--- src/rtl/ibis_video_timing_gen_if.sv ---
// -----------------------------------------------------------------------------
// ibis_video_timing_gen_if
//
// Bundle of control and timing signals between the Ibis raster timing
// generator and the pixel fetch / encoder stages.
//
// Signals:
//   enable       advance timing when high, freeze when low
//   restart      synchronous return to raster position (0,0)
//   pix_stb      one-cycle strobe: the fields below describe a new pixel
//   hsync/vsync  sync outputs at the configured polarity
//   hblank       pixel column is outside the active width
//   vblank       line is outside the active height
//   de           pixel is inside the active picture
//   line_start   strobe qualifier: presented pixel is column 0
//   frame_start  strobe qualifier: presented pixel is (0,0)
//   ord_x/ord_y  raster coordinates of the presented pixel
//   frame_cnt    completed-frame count (wrapping)
//
// Modports:
//   master  the timing generator (drives timing, receives enable/restart)
//   slave   the consumer (drives enable/restart, receives timing)
// -----------------------------------------------------------------------------
interface ibis_video_timing_gen_if #(
    parameter int WIDTH       = 12,
    parameter int FRAME_CNT_W = 16
);
    logic                   enable;
    logic                   restart;
    logic                   pix_stb;
    logic                   hsync;
    logic                   vsync;
    logic                   hblank;
    logic                   vblank;
    logic                   de;
    logic                   line_start;
    logic                   frame_start;
    logic [WIDTH-1:0]       ord_x;
    logic [WIDTH-1:0]       ord_y;
    logic [FRAME_CNT_W-1:0] frame_cnt;

    modport master (
        input  enable,
        input  restart,
        output pix_stb,
        output hsync,
        output vsync,
        output hblank,
        output vblank,
        output de,
        output line_start,
        output frame_start,
        output ord_x,
        output ord_y,
        output frame_cnt
    );

    modport slave (
        output enable,
        output restart,
        input  pix_stb,
        input  hsync,
        input  vsync,
        input  hblank,
        input  vblank,
        input  de,
        input  line_start,
        input  frame_start,
        input  ord_x,
        input  ord_y,
        input  frame_cnt
    );
endinterface

--- src/rtl/ibis_video_timing_gen.sv ---
// -----------------------------------------------------------------------------
// ibis_video_timing_gen
//
// Parametrised raster timing generator. A clock divider turns aclk into a
// pixel tick; on every tick the current raster position (x,y) is decoded into
// sync / blank / data-enable levels, presented on the outputs together with a
// one-cycle pix_stb, and the position advances in raster order.
//
// Ports:
//   aclk      clock (TMDS rate)
//   aresetn   asynchronous active-low reset
//   vt        ibis_video_timing_gen_if.master
//               in : enable, restart
//               out: pix_stb, hsync, vsync, hblank, vblank, de, line_start,
//                    frame_start, ord_x, ord_y, frame_cnt
//
// Output timing: all outputs are registered and stay constant from the
// pix_stb cycle until the next tick. restart and aresetn return everything to
// the idle (reset) state; restart leaves frame_cnt untouched.
// -----------------------------------------------------------------------------
module ibis_video_timing_gen #(
    parameter int WIDTH       = 12,
    parameter int CLK_DIV     = 5,
    parameter int H_ACTIVE    = 640,
    parameter int H_FP        = 16,
    parameter int H_SYNC      = 96,
    parameter int H_BP        = 48,
    parameter int V_ACTIVE    = 480,
    parameter int V_FP        = 10,
    parameter int V_SYNC      = 2,
    parameter int V_BP        = 33,
    parameter int H_SYNC_POL  = 0,
    parameter int V_SYNC_POL  = 0,
    parameter int FRAME_CNT_W = 16
) (
    input  logic                     aclk,
    input  logic                     aresetn,
    ibis_video_timing_gen_if.master  vt
);

    localparam int H_TOTAL = H_ACTIVE + H_FP + H_SYNC + H_BP;
    localparam int V_TOTAL = V_ACTIVE + V_FP + V_SYNC + V_BP;
    localparam int DIV_W   = (CLK_DIV > 1) ? $clog2(CLK_DIV) : 1;

    // Parameter sanity: counters must be able to hold the last position and
    // the sync windows must be non-empty for the inclusive-range decode.
    if (CLK_DIV < 1) begin : g_bad_div
        $error("ibis_video_timing_gen: CLK_DIV must be >= 1");
    end
    if ((longint'(H_TOTAL) - 1) >= (longint'(1) << WIDTH)) begin : g_bad_hw
        $error("ibis_video_timing_gen: WIDTH too small for H_TOTAL-1");
    end
    if ((longint'(V_TOTAL) - 1) >= (longint'(1) << WIDTH)) begin : g_bad_vw
        $error("ibis_video_timing_gen: WIDTH too small for V_TOTAL-1");
    end
    if (H_SYNC < 1 || V_SYNC < 1 || H_ACTIVE < 1 || V_ACTIVE < 1) begin : g_bad_geom
        $error("ibis_video_timing_gen: sync widths and active sizes must be >= 1");
    end

    localparam logic [DIV_W-1:0] DIV_LAST = DIV_W'(CLK_DIV - 1);
    localparam logic [WIDTH-1:0] H_LAST   = WIDTH'(H_TOTAL - 1);
    localparam logic [WIDTH-1:0] V_LAST   = WIDTH'(V_TOTAL - 1);
    localparam logic [WIDTH-1:0] H_ACT    = WIDTH'(H_ACTIVE);
    localparam logic [WIDTH-1:0] V_ACT    = WIDTH'(V_ACTIVE);
    // Sync windows as inclusive ranges so the end never exceeds H/V_TOTAL-1.
    localparam logic [WIDTH-1:0] HS_FIRST = WIDTH'(H_ACTIVE + H_FP);
    localparam logic [WIDTH-1:0] HS_LAST  = WIDTH'(H_ACTIVE + H_FP + H_SYNC - 1);
    localparam logic [WIDTH-1:0] VS_FIRST = WIDTH'(V_ACTIVE + V_FP);
    localparam logic [WIDTH-1:0] VS_LAST  = WIDTH'(V_ACTIVE + V_FP + V_SYNC - 1);
    localparam logic             HS_ON    = (H_SYNC_POL != 0);
    localparam logic             VS_ON    = (V_SYNC_POL != 0);

    // Decode helpers
    function automatic logic f_hsync(input logic [WIDTH-1:0] x);
        return ((x >= HS_FIRST) && (x <= HS_LAST)) ? HS_ON : ~HS_ON;
    endfunction

    function automatic logic f_vsync(input logic [WIDTH-1:0] y);
        return ((y >= VS_FIRST) && (y <= VS_LAST)) ? VS_ON : ~VS_ON;
    endfunction

    // Control state
    logic [DIV_W-1:0]       r_div;
    logic [WIDTH-1:0]       r_x;
    logic [WIDTH-1:0]       r_y;
    logic                   r_first;     // next frame_start is the first since reset/restart

    // Registered outputs
    logic                   r_pix_stb;
    logic                   r_line_start;
    logic                   r_frame_start;
    logic                   r_hsync;
    logic                   r_vsync;
    logic                   r_hblank;
    logic                   r_vblank;
    logic                   r_de;
    logic [WIDTH-1:0]       r_ord_x;
    logic [WIDTH-1:0]       r_ord_y;
    logic [FRAME_CNT_W-1:0] r_frame_cnt;

    logic tick;
    logic at_x0;
    logic at_origin;

    assign tick      = vt.enable && (r_div == DIV_LAST);
    assign at_x0     = (r_x == '0);
    assign at_origin = at_x0 && (r_y == '0);

    // ---- divider / position / output registers ----
    always_ff @(posedge aclk or negedge aresetn) begin
        if (!aresetn) begin
            r_div         <= '0;
            r_x           <= '0;
            r_y           <= '0;
            r_first       <= 1'b1;
            r_pix_stb     <= 1'b0;
            r_line_start  <= 1'b0;
            r_frame_start <= 1'b0;
            r_hsync       <= ~HS_ON;
            r_vsync       <= ~VS_ON;
            r_hblank      <= 1'b1;
            r_vblank      <= 1'b1;
            r_de          <= 1'b0;
            r_ord_x       <= '0;
            r_ord_y       <= '0;
            r_frame_cnt   <= '0;
        end else if (vt.restart) begin
            // Same idle state as reset, but the frame count is kept.
            r_div         <= '0;
            r_x           <= '0;
            r_y           <= '0;
            r_first       <= 1'b1;
            r_pix_stb     <= 1'b0;
            r_line_start  <= 1'b0;
            r_frame_start <= 1'b0;
            r_hsync       <= ~HS_ON;
            r_vsync       <= ~VS_ON;
            r_hblank      <= 1'b1;
            r_vblank      <= 1'b1;
            r_de          <= 1'b0;
            r_ord_x       <= '0;
            r_ord_y       <= '0;
        end else begin
            r_pix_stb     <= tick;
            r_line_start  <= tick && at_x0;
            r_frame_start <= tick && at_origin;

            // A partial divide count is simply held while enable is low.
            if (vt.enable) begin
                r_div <= (r_div == DIV_LAST) ? '0 : r_div + DIV_W'(1);
            end

            if (tick) begin
                r_hsync  <= f_hsync(r_x);
                r_vsync  <= f_vsync(r_y);
                r_hblank <= (r_x >= H_ACT);
                r_vblank <= (r_y >= V_ACT);
                r_de     <= (r_x < H_ACT) && (r_y < V_ACT);
                r_ord_x  <= r_x;
                r_ord_y  <= r_y;

                // The very first frame after reset/restart is not a completed
                // frame, so it does not count.
                if (at_origin) begin
                    if (r_first) begin
                        r_first <= 1'b0;
                    end else begin
                        r_frame_cnt <= r_frame_cnt + FRAME_CNT_W'(1);
                    end
                end

                if (r_x == H_LAST) begin
                    r_x <= '0;
                    r_y <= (r_y == V_LAST) ? '0 : r_y + WIDTH'(1);
                end else begin
                    r_x <= r_x + WIDTH'(1);
                end
            end
        end
    end

    assign vt.pix_stb     = r_pix_stb;
    assign vt.line_start  = r_line_start;
    assign vt.frame_start = r_frame_start;
    assign vt.hsync       = r_hsync;
    assign vt.vsync       = r_vsync;
    assign vt.hblank      = r_hblank;
    assign vt.vblank      = r_vblank;
    assign vt.de          = r_de;
    assign vt.ord_x       = r_ord_x;
    assign vt.ord_y       = r_ord_y;
    assign vt.frame_cnt   = r_frame_cnt;

endmodule

--- src/flat_wrapper.sv ---
// flat-port wrapper written by rule: the top's interface ports become plain ports
module ibis_video_timing_gen_flat 
#(
    parameter int WIDTH       = 12,
    parameter int CLK_DIV     = 5,
    parameter int H_ACTIVE    = 640,
    parameter int H_FP        = 16,
    parameter int H_SYNC      = 96,
    parameter int H_BP        = 48,
    parameter int V_ACTIVE    = 480,
    parameter int V_FP        = 10,
    parameter int V_SYNC      = 2,
    parameter int V_BP        = 33,
    parameter int H_SYNC_POL  = 0,
    parameter int V_SYNC_POL  = 0,
    parameter int FRAME_CNT_W = 16
)
  (aclk, aresetn, vt_enable, vt_restart, vt_pix_stb, vt_hsync, vt_vsync, vt_hblank, vt_vblank, vt_de, vt_line_start, vt_frame_start, vt_ord_x, vt_ord_y, vt_frame_cnt);
  ibis_video_timing_gen_if #(.WIDTH(WIDTH), .FRAME_CNT_W(FRAME_CNT_W)) vt_i ();
  input  logic aclk;
  input  logic aresetn;
  input wire logic [$bits(vt_i.enable)-1:0] vt_enable;
  input wire logic [$bits(vt_i.restart)-1:0] vt_restart;
  output wire logic [$bits(vt_i.pix_stb)-1:0] vt_pix_stb;
  output wire logic [$bits(vt_i.hsync)-1:0] vt_hsync;
  output wire logic [$bits(vt_i.vsync)-1:0] vt_vsync;
  output wire logic [$bits(vt_i.hblank)-1:0] vt_hblank;
  output wire logic [$bits(vt_i.vblank)-1:0] vt_vblank;
  output wire logic [$bits(vt_i.de)-1:0] vt_de;
  output wire logic [$bits(vt_i.line_start)-1:0] vt_line_start;
  output wire logic [$bits(vt_i.frame_start)-1:0] vt_frame_start;
  output wire logic [$bits(vt_i.ord_x)-1:0] vt_ord_x;
  output wire logic [$bits(vt_i.ord_y)-1:0] vt_ord_y;
  output wire logic [$bits(vt_i.frame_cnt)-1:0] vt_frame_cnt;
  assign vt_i.enable = vt_enable;
  assign vt_i.restart = vt_restart;
  assign vt_pix_stb = vt_i.pix_stb;
  assign vt_hsync = vt_i.hsync;
  assign vt_vsync = vt_i.vsync;
  assign vt_hblank = vt_i.hblank;
  assign vt_vblank = vt_i.vblank;
  assign vt_de = vt_i.de;
  assign vt_line_start = vt_i.line_start;
  assign vt_frame_start = vt_i.frame_start;
  assign vt_ord_x = vt_i.ord_x;
  assign vt_ord_y = vt_i.ord_y;
  assign vt_frame_cnt = vt_i.frame_cnt;
  ibis_video_timing_gen #(.WIDTH(WIDTH), .CLK_DIV(CLK_DIV), .H_ACTIVE(H_ACTIVE), .H_FP(H_FP), .H_SYNC(H_SYNC), .H_BP(H_BP), .V_ACTIVE(V_ACTIVE), .V_FP(V_FP), .V_SYNC(V_SYNC), .V_BP(V_BP), .H_SYNC_POL(H_SYNC_POL), .V_SYNC_POL(V_SYNC_POL), .FRAME_CNT_W(FRAME_CNT_W)) u_core (.aclk(aclk), .aresetn(aresetn), .vt(vt_i));
endmodule
--- config.mk ---
export PLATFORM = sky130hd
export DESIGN_NAME = ibis_video_timing_gen_flat
export DESIGN_NICKNAME = d
export VERILOG_FILES = /design/src/rtl/ibis_video_timing_gen_if.sv /design/src/rtl/ibis_video_timing_gen.sv /design/src/flat_wrapper.sv
export SDC_FILE = /design/constraint.sdc
export NUM_CORES = 1
export LEC_CHECK = 0
export CORE_UTILIZATION = 50
export CTS_CLUSTER_SIZE = 30
export DETAILED_ROUTE_END_ITERATION = 6
export HOLD_SLACK_MARGIN = 0.06
export PLACE_DENSITY = 0.76
export SYNTH_ARGS = -nofsm -noshare
export SYNTH_HDL_FRONTEND = slang
export SYNTH_SLANG_ARGS = --single-unit
--- constraint.sdc ---
create_clock -name aclk -period 1.8 [get_ports aclk]
set_input_delay 0.36 -clock aclk [delete_from_list [all_inputs] [get_ports aclk]]
set_output_delay 0.36 -clock aclk [all_outputs]
set_load 0.05 [all_outputs]
**Selected gate families**

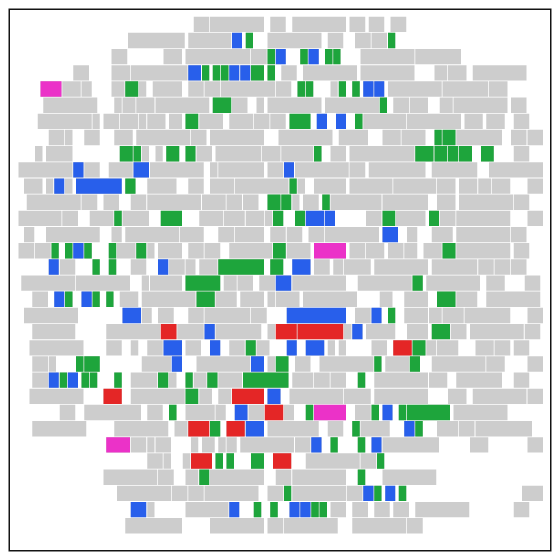
nand cells -> green  # cells 104, where widely spread
mux cells -> magenta  # cells 4
non-inverting ao/oa cells -> red  # cells 11
aoi and oai cells -> blue  # cells 51

**Routing congestion map**

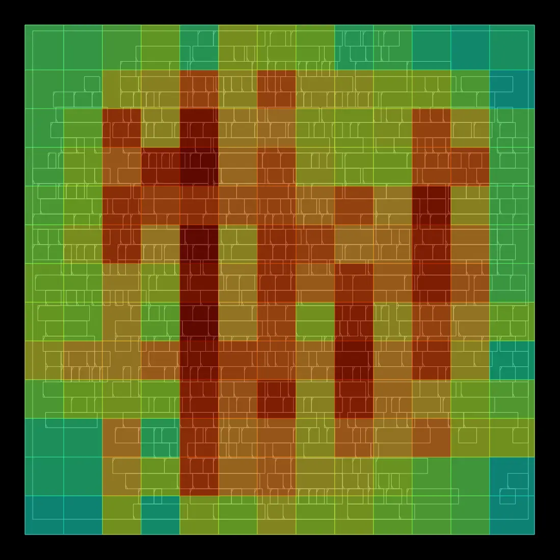
total track usage: 0.260
met2 GRT Util: 0.439
busiest grt layer: met2
Routed wire per std cell: 17.6 um
met1 Resource Use GR: 0.340

==> deck_impl_summary.md <==
Physical Implementation Snapshot

Outcome
  – Status: finished, violations left
  – Failing checks: negative setup slack

Final timing
  – Fmax: 529 MHz
  – Setup_tns: -0.228 ns
  – Final period util: 1.05
  – Setup Viol. Count Final: 8
  – Final setup margin: -0.0904 ns
  – Max Slew Vio Count: 0

Setup path
  – Critical Path AT: 2.16 ns
  – Critical path's top delay family: simple AND/OR/NAND/NOR gates
  – Crit path buf inv count: 2
  – Worst-path cell chain: inv_2 > ha_4 > nor4b_4 > nand4_4 > buf_6 > nor4_4 > xor2_1
  – CP endpoint kind: flop
  – Worst path max stage delay: 0.39 ns

Finish
  – Area growth syn-to-layout: 42.9%
  – Max reg flops: 16
  – Clkbuf count: 10
  – Layout cell share with drive strength beyond 1: 0.406
  – Nonclk buf count: 135
  – Top logic cells by instance count in the layout: 113 x buf_4, 69 x dfrtp_1, 59 x nand2_1, 29 x a21oi_1, 22 x nor2_1
  – Fillers: 530
  – Nonclk inv count: 10
  – Design Area, Final: 5630 um2
  – Register area: 1910 um2

Routing
  – Drt drc: 0
  – Starting DRT DRC Count: 352
  – WL final: 11,000 um
  – Met3 wire length: 475 um
  – Vias/cell: 5.82
  – Drt first pass iters: 5

Run
  – Number of OpenROAD warnings: 32

Logic synthesis
  – Async set or reset register ratio after synthesis: 1.00
  – Xor/xnor share: 0.0555
  – Top cells by count: 71 x dfrtp_1, 61 x nand2_1, 32 x a21oi_1
  – Yosys cell count: 404
  – Syn_area_per_cell: 9.76 um2
  – Post-synthesis sequential area ratio: 0.484
  – Synth Instances: 404
  – Yosys reg bits: 76
  – Max-area cell share: 0.451
  – And+or+nand+nor area frac: 0.280
  – Multiplexer share of the synthesized area: 0.0111

Floorplan
  – Core box area: 7690 um2
  – Well Taps: 102

GRT
  – GR Layer Usage met3: 0.0370
  – Initial antenna violation count: 0

CTS
  – CTS Buf Count: 9
  – Setup Buffers After CTS: 6
  – Clock sink count: 76

Place
  – Dpl ws: -0.397 ns
  – Placer Congestion: 0.856
  – Dpl cells: 591

Power and ir drop
  – VDD IR max: 341 uV
-- final timing paths --
| check | from | endpoint | depth (start not counted) |
|---|---|---|---|
| max in group asynchronous | aresetn | u_core.vt.hblank | 3 |
| min reg2reg | u_core.vt.frame_cnt[15] | u_core.vt.frame_cnt[15] | 1 |
| min | vt_restart | u_core.r_div[2] | 3 |
| max reg2reg | u_core.r_y[0] | u_core.vt.frame_cnt[14] | 7 |
| min in group asynchronous | aresetn | u_core.vt.ord_y[10] | 2 |
| max | u_core.r_y[0] | u_core.vt.frame_cnt[14] | 7 |
-- power by group --
part / switching, uW / internal [uW] / leakage [uW]
combinational: 258 / 204 / 0.00146
sequential: 22.5 / 1720 / 0.00104
clock: 669 / 783 / 0.000103
total: 950 / 2710 / 0.00260
No activity file was given, so power comes from the tool's default toggle rates.
